File: config.mk
export PLATFORM = sky130hd
export DESIGN_NAME = servo_pwm
export DESIGN_NICKNAME = d
export VERILOG_FILES = /design/src/rtl/servo_pwm.sv
export SDC_FILE = /design/constraint.sdc
export NUM_CORES = 1
export LEC_CHECK = 0
export CAP_MARGIN = 20
export CORE_ASPECT_RATIO = 2
export CORE_MARGIN = 1.5
export CORE_UTILIZATION = 35
export DETAILED_ROUTE_END_ITERATION = 10
export PLACE_DENSITY = 0.57
export SYNTH_ARGS = -nofsm -noshare
export SYNTH_HDL_FRONTEND = slang
export SYNTH_SLANG_ARGS = --single-unit
File: constraint.sdc
create_clock -name clk -period 18.6 [get_ports clk]
set_clock_uncertainty 0.15 [all_clocks]
set_input_delay 3.72 -clock clk [delete_from_list [all_inputs] [get_ports clk]]
set_output_delay 3.72 -clock clk [all_outputs]
set_load 0.02 [all_outputs]
File: src/rtl/servo_pwm.sv
// rtl/servo_pwm.sv - servo pulse generator with per-frame angle slew and frame watchdog
module servo_pwm #(
   parameter int CLK_FREQ  = 50_000_000,
   parameter int MIN_CYC   = 50_000,
   parameter int DEG_CYC   = 278,
   parameter int MAX_ANGLE = 180,
   parameter int STEP      = 2,
   parameter int WD_CYC    = 2_000_000
) (
   input  logic       clk,
   input  logic       rst,
   input  logic       frame_in,
   input  logic [7:0] tgt_angle,
   input  logic       tgt_valid,
   output logic       tgt_ready,
   output logic       pwm_out,
   output logic [7:0] cur_angle,
   output logic       busy,
   output logic       fault
);

   // The watchdog is never allowed to wait longer than one second of clock.
   localparam int WD_LIM = (WD_CYC < CLK_FREQ) ? WD_CYC : CLK_FREQ;
   localparam logic [7:0] MAX_A  = 8'(MAX_ANGLE);
   localparam logic [7:0] STEP_A = 8'(STEP);

   typedef enum logic [1:0] {IDLE, HIGH, LOW} state_t;

   state_t      state_q;
   logic        frame_q;
   logic        pwm_q;
   logic        fault_q;
   logic [7:0]  cur_q;
   logic [7:0]  tgt_q;
   logic [31:0] width_q;
   logic [31:0] cnt_q;
   logic [31:0] wd_q;

   logic        frame_edge;
   logic        wd_hit;
   logic [7:0]  diff;
   logic [7:0]  step;
   logic [7:0]  cur_d;
   logic [7:0]  tgt_d;
   logic [31:0] width_d;

   always_comb begin
      frame_edge = frame_in & ~frame_q;
      wd_hit     = ~frame_edge && (wd_q == 32'(WD_LIM - 1));
      diff       = (tgt_q > cur_q) ? (tgt_q - cur_q) : (cur_q - tgt_q);
      step       = (diff < STEP_A) ? diff : STEP_A;
      cur_d      = (tgt_q > cur_q) ? (cur_q + step) : (cur_q - step);
      width_d    = 32'(MIN_CYC) + 32'(cur_d) * 32'(DEG_CYC);
      tgt_d      = (tgt_angle > MAX_A) ? MAX_A : tgt_angle;
   end

   always_ff @(posedge clk) begin
      if (!rst) begin
         state_q <= IDLE;
         frame_q <= 1'b0;
         pwm_q   <= 1'b0;
         fault_q <= 1'b0;
         cur_q   <= 8'd90;
         tgt_q   <= 8'd90;
         width_q <= '0;
         cnt_q   <= '0;
         wd_q    <= '0;
      end else begin
         frame_q <= frame_in;
         if (tgt_valid) tgt_q <= tgt_d;

         if (frame_edge)                wd_q <= '0;
         else if (wd_q != 32'(WD_LIM))  wd_q <= wd_q + 32'd1;

         // Watchdog expiry overrides everything, including a pulse in flight.
         if (wd_hit) begin
            fault_q <= 1'b1;
            state_q <= IDLE;
            pwm_q   <= 1'b0;
            cnt_q   <= '0;
         end else begin
            case (state_q)
               IDLE, LOW: begin
                  if (frame_edge) begin
                     state_q <= HIGH;
                     pwm_q   <= 1'b1;
                     cnt_q   <= 32'd1;
                     cur_q   <= cur_d;
                     width_q <= width_d;
                     fault_q <= 1'b0;
                  end
               end
               HIGH: begin
                  if (cnt_q >= width_q) begin
                     state_q <= LOW;
                     pwm_q   <= 1'b0;
                     cnt_q   <= '0;
                  end else begin
                     cnt_q   <= cnt_q + 32'd1;
                  end
               end
               default: begin
                  state_q <= IDLE;
                  pwm_q   <= 1'b0;
               end
            endcase
         end
      end
   end

   assign tgt_ready = rst;
   assign pwm_out   = pwm_q;
   assign cur_angle = cur_q;
   assign busy      = (cur_q != tgt_q);
   assign fault     = fault_q;

endmodule
==> flow_summary.json, run 1 <==
{
  "syn_area_sq_um": 7179,
  "timing.fmax_ghz": 0.1152,
  "worstSetupEndpointType": "flip-flop",
  "cts_setup_buffers": 0,
  "worst_slack_ns": 9.918,
  "routedWlPerCell_um": 15.76,
  "rsz0062_at_grt": "false",
  "overflow": 0,
  "dr_total_vias": 6172,
  "rows": 74,
  "yosysTopAreaCell": "dfxtp_1",
  "status": "complete, no violations",
  "ys_types": 75,
  "io_buffers": 23,
  "yosys-top-cells-area": "dfxtp_1 28%, ha_1 14%, xor2_1 5.2%, inv_1 4.5%, nand2_1 4.4%",
  "dpl.hpwl_um": 14490,
  "yosysChipArea_sq_um": 7179,
  "path_clk_slew_ns": 0.07,
  "start_kind": "flip-flop",
  "grt_max_degree": 36,
  "tightest_slew_ns": 0.8162,
  "cts_resized": 0,
  "required_ns": 18.72,
  "h-tree-depth": 3,
  "numClockSinks": 101,
  "top_area_frac": 0.2816,
  "final_antenna_net_count": 0,
  "cp.arrival_ns": 8.80,
  "synth-main-ff-cell": "dfxtp_1",
  "avgSynthCellArea_sq_um": 8.112,
  "die_h_um": 205.5,
  "ios": 24,
  "layout_top_cell": "dfxtp_1",
  "dr.pass1.iters": 4,
  "syn_nets": 985,
  "ys.flops": 101,
  "path_class": "reg2reg",
  "openroad.warnings": 34,
  "dpl.cell_count": 1153
}
## run 1: through the flow
step	util	hold slack, ns
final	0.3939	0.3022
after global routing	0.3939	0.3212
after CTS	0.3939	0.3041
after detailed placement	0.3791	0.2961
after global placement	0.3778	0.2900
after floorplan	-	0.2819
## run 1: cell usage after synthesis (all sizes together), types with 2 or more instances
master and n:
and2 8, xnor2 29, a211oi 14, a21boi 2, a21o 9, nor3 45
a31oi 11, o21a 4, buf 10, o21bai 2, o31ai 5, or3 7
o2111ai 5, a311oi 2, nand3b 3, xor2 44, a21oi 47, nor3b 2
ha 78, fa 10, and3 11, nor2b 11, a221oi 2, nand4 27
nor2 78, clkbuf 16, or2 7, o31a 3, a32oi 3, inv 87
o221ai 2, nand2 85, mux2i 3, o221a 3, nand3 33, and4 2
o211ai 11, dfxtp 101, nor4bb 2, o22ai 3, nor4 11, o21ai 23
nand2b 9
## run 1: path summary, 6_finish.rpt
| path | from | to | depth (start not counted) |
|---|---|---|---|
| worst min register to register | width_q[8] | width_q[8] | 2 |
| worst min-delay path | width_q[8] | width_q[8] | 2 |
| worst max-delay path | cur_angle[1] | width_q[16] | 33 |
| worst max register to register | cur_angle[1] | width_q[16] | 33 |
## run 1: final cells by class
cell class / count / area, sq um
clock buffer: 10 / 229.0
inverter: 87 / 326.6
sequential: 101 / 2022
clock inverter: 6 / 70.07
tap: 266 / 332.8
multi-input combinational: 671 / 4718
fill: 2123 / 12290
timing repair buffer: 28 / 287.8
## run 1: registers in the layout, indices dropped and copies added (netlist names)
register and flops:
state_q 2, pwm_out 1, frame_q 1, cur_angle 8
width_q 16, tgt_q 8, wd_q 32, cnt_q 32
fault 1
## run 1: worst max-delay path, delay by kind of cell, from the launching register on
kind / cells / cell delay, ns
muxes: 1 / 0.32
adders and majority gates: 6 / 2.20
buffers and inverters: 5 / 0.42
and+or+nand+nor: 6 / 1.66
DFF: 1 / 0.45
xor gates and xnor gates: 3 / 0.91
AOI/OAI and AO/OA: 12 / 2.47
## run 1: routing by layer
layer / vias to the layer above / GRT usage / wire, um
li1: 3131 / - / -
met4: 0 / 0.1166 / 1147
met5: - / 0 / 0
met3: 51 / 0.01996 / 309
met1: 2896 / 0.1545 / 6358
met2: 94 / 0.3816 / 10610
## run 1: kinds of logic (layout without fill, tap and decap cells)
kind of cell | Yosys count | in the layout | share of synthesized area
muxes | 4 | 4 | 0.005751
DFF | 101 | 101 | 0.2816
AOI/OAI and AO/OA | 161 | 161 | 0.1555
and+or+nand+nor | 345 | 345 | 0.2375
xor gates and xnor gates | 73 | 73 | 0.09272
adders and majority gates | 88 | 88 | 0.1638
buffers and inverters | 113 | 131 | 0.06309
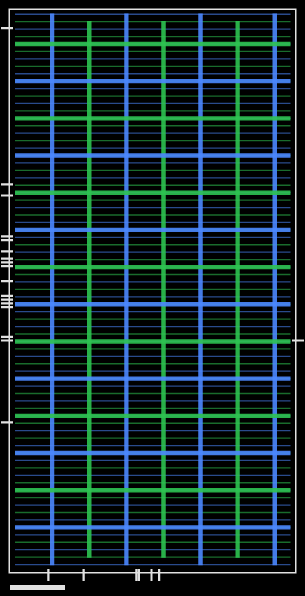
Fig. 1. Power grid (run 1).
Bar = 20 um. Pins as bars on the die edge.
VDD -> green
VSS -> blue
met1 rails = 75
met4 straps = 7
signal pins = 24
rows = 74
met5 straps = 14

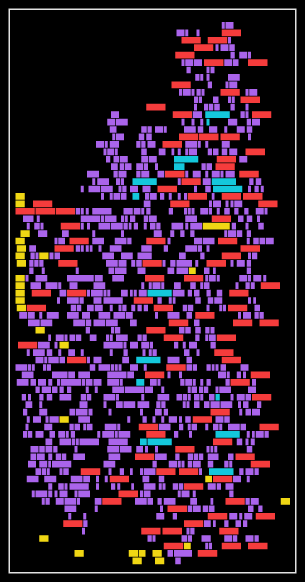
Fig. 2. Cells coloured by class (run 1).
sequential cells -> red  # cells 101, share of their area 26%
remaining logic cells -> purple  # cells 758, share of their area 66%
remaining buffers and delay cells -> yellow  # cells 28, share of their area 3.8%
clock drivers and dummy loads -> cyan  # cells 16, share of their area 3.9%
final core utilization: 0.3939
CORE AREA: 20280 sq um

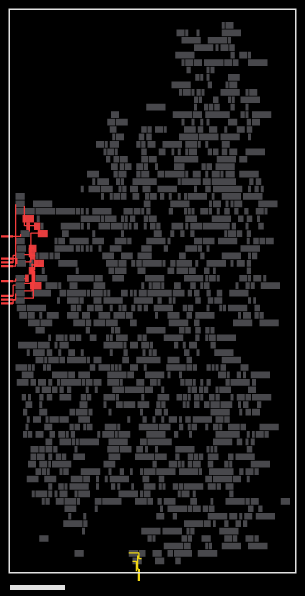
Fig. 3. I/O nets highlighted (run 1).
Bar = 20 um.
tgt_angle -> red  # bits 8, direction input, end cells 11, buffers 8, wire 135 um
tgt_ready -> yellow  # bits 1, direction output, end cells 0, buffers 2, wire 17.7 um

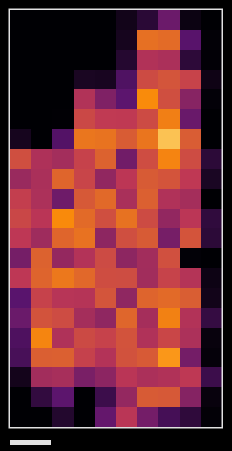
Fig. 4. Local utilization (run 1).
Bar = 20 um. 10 x 21 tiles, from black (low) to pale yellow (high), 0 to 100% covered.
emptiest ninth of the die = north-west
tiles over 75% full = 1.0%
mean over tiles = 36%
nearly empty tiles = 20%
fullest tile = 87%

==> run 1 -> run 2 <==
==> constraint.sdc (replaced) <==
create_clock -name clk -period 8.85 [get_ports clk]
set_clock_uncertainty 0.15 [all_clocks]
set_input_delay 1.77 -clock clk [delete_from_list [all_inputs] [get_ports clk]]
set_output_delay 1.77 -clock clk [all_outputs]
set_load 0.02 [all_outputs]
==> flow_summary.json, run 2 <==
{
  "status": "complete, no violations",
  "overflow": 0,
  "cp.arrival_ns": 8.31,
  "start_kind": "flip-flop",
  "path_class": "reg2reg",
  "required_ns": 8.98,
  "grt_max_degree": 36,
  "min_from": "width_q[8]",
  "ios": 24,
  "io_buffers": 23,
  "grtUsageMet1": 0.1591,
  "routedWlPerCell_um": 15.82,
  "worst_slack_ns": 0.6724,
  "worstHoldPathCells": 2,
  "grt_util_met3": 0.02091,
  "crit_buf_inv": 5,
  "avgSynthCellArea_sq_um": 8.112,
  "syn_area_sq_um": 7179,
  "core_area_sq_um": 20280,
  "h-tree-depth": 3,
  "reg2reg_to": "width_q[16]",
  "numClockSinks": 101,
  "yosysTopAreaCell": "dfxtp_1",
  "timing.rr.start": "cur_angle[1]",
  "yosysChipArea_sq_um": 7179,
  "layout_top_cell": "dfxtp_1",
  "busiest_layer": "met2",
  "grt_use_met2": 0.3905,
  "dpl.cell_count": 1164
}
[run 2: cell counts after synthesis]
No cell type changed its count.
[run 2: worst reg2reg max path: cells and delay by family, from the launching register on]
family,cells,cell delay [ns]
buffers and inverters,5,0.39
AOI/OAI and AO/OA,11,2.03
xor gates and xnor gates,2,0.56
and+or+nand+nor,7,1.78
adders and majority gates,7,2.42
DFF,1,0.43
muxes,1,0.32
[run 2: worst max-delay path by stage]
stage / startpoint / to / cells after the start
detailed placement: cur_angle[1] / width_q[16] / 33
global placement: cur_angle[1] / width_q[16] / 33
CTS: cur_angle[1] / width_q[16] / 33
finish: cur_angle[1] / width_q[16] / 33
global route: cur_angle[1] / width_q[16] / 33
floorplan: cur_angle[1] / width_q[16] / 33
[run 2: what timing repair did]
action | 4_1_cts | 5_1_grt
endpoints found under the setup margin | 0 | 8
buffers inserted | 0 | 2
resized | 0 | 8
[run 2: layer usage]
layer | up-vias | part of all wire
met3 | 44 | 0.017
met1 | 2997 | 0.34
met5 | - | 0
met4 | 0 | 0.046
met2 | 79 | 0.59
li1 | 3158 | -
[run 2: area by class of cell]
type                            count  area, sq um
Fill cell                        2144        12120
Multi-Input combinational cell    671         4755
Sequential cell                   101         2022
Timing Repair Buffer               42        392.9
Tap cell                          266        332.8
Inverter                           87        326.6
Clock buffer                       11        242.7
Clock inverter                      5        83.83
[run 2: through the flow]
step	utilization	hold WS, ns
6_report	0.4022	0.3048
5_1_grt	0.4022	0.3371
4_1_cts	0.3983	0.3033
3_5_place_dp	0.3822	0.2950
3_3_place_gp	0.3822	0.2896
2_1_floorplan	-	0.2819
[run 2: cells by family (layout without fill, tap and decap cells)]
kind of cell / count (synthesis) / in the layout / share of synthesized area
multiplexers: 4 / 4 / 0.005751
AND-OR/OR-AND: 161 / 161 / 0.1555
flip-flops: 101 / 101 / 0.2816
AND/OR/NAND/NOR: 345 / 345 / 0.2375
adder cells (fa/ha/maj): 88 / 88 / 0.1638
buffers and inverters: 113 / 145 / 0.06309
XOR/XNOR: 73 / 73 / 0.09272
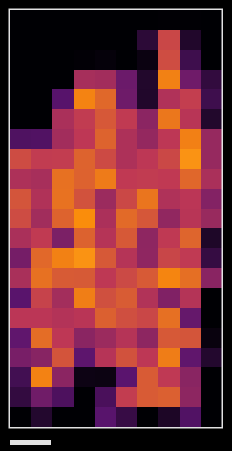
Fig. 5. Local utilization (run 2).
Bar = 20 um. 10 x 21 tiles, from black (low) to pale yellow (high), 0 to 100% covered.
nearly empty tiles = 20%
fullest tile = 77%
mean over tiles = 37%

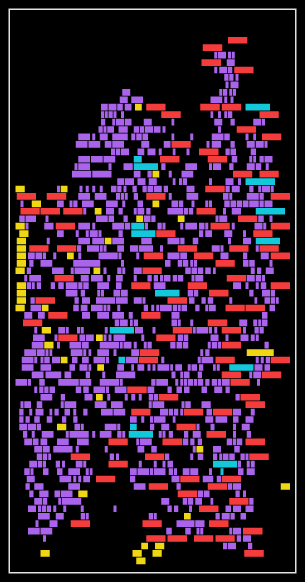
Fig. 6. Cells coloured by class (run 2).
remaining logic cells -> purple  # cells 758, share of their area 65%
sequential cells -> red  # cells 101, share of their area 26%
clock drivers and dummy loads -> cyan  # cells 16, share of their area 4.2%
remaining buffers and delay cells -> yellow  # cells 42, share of their area 5.0%

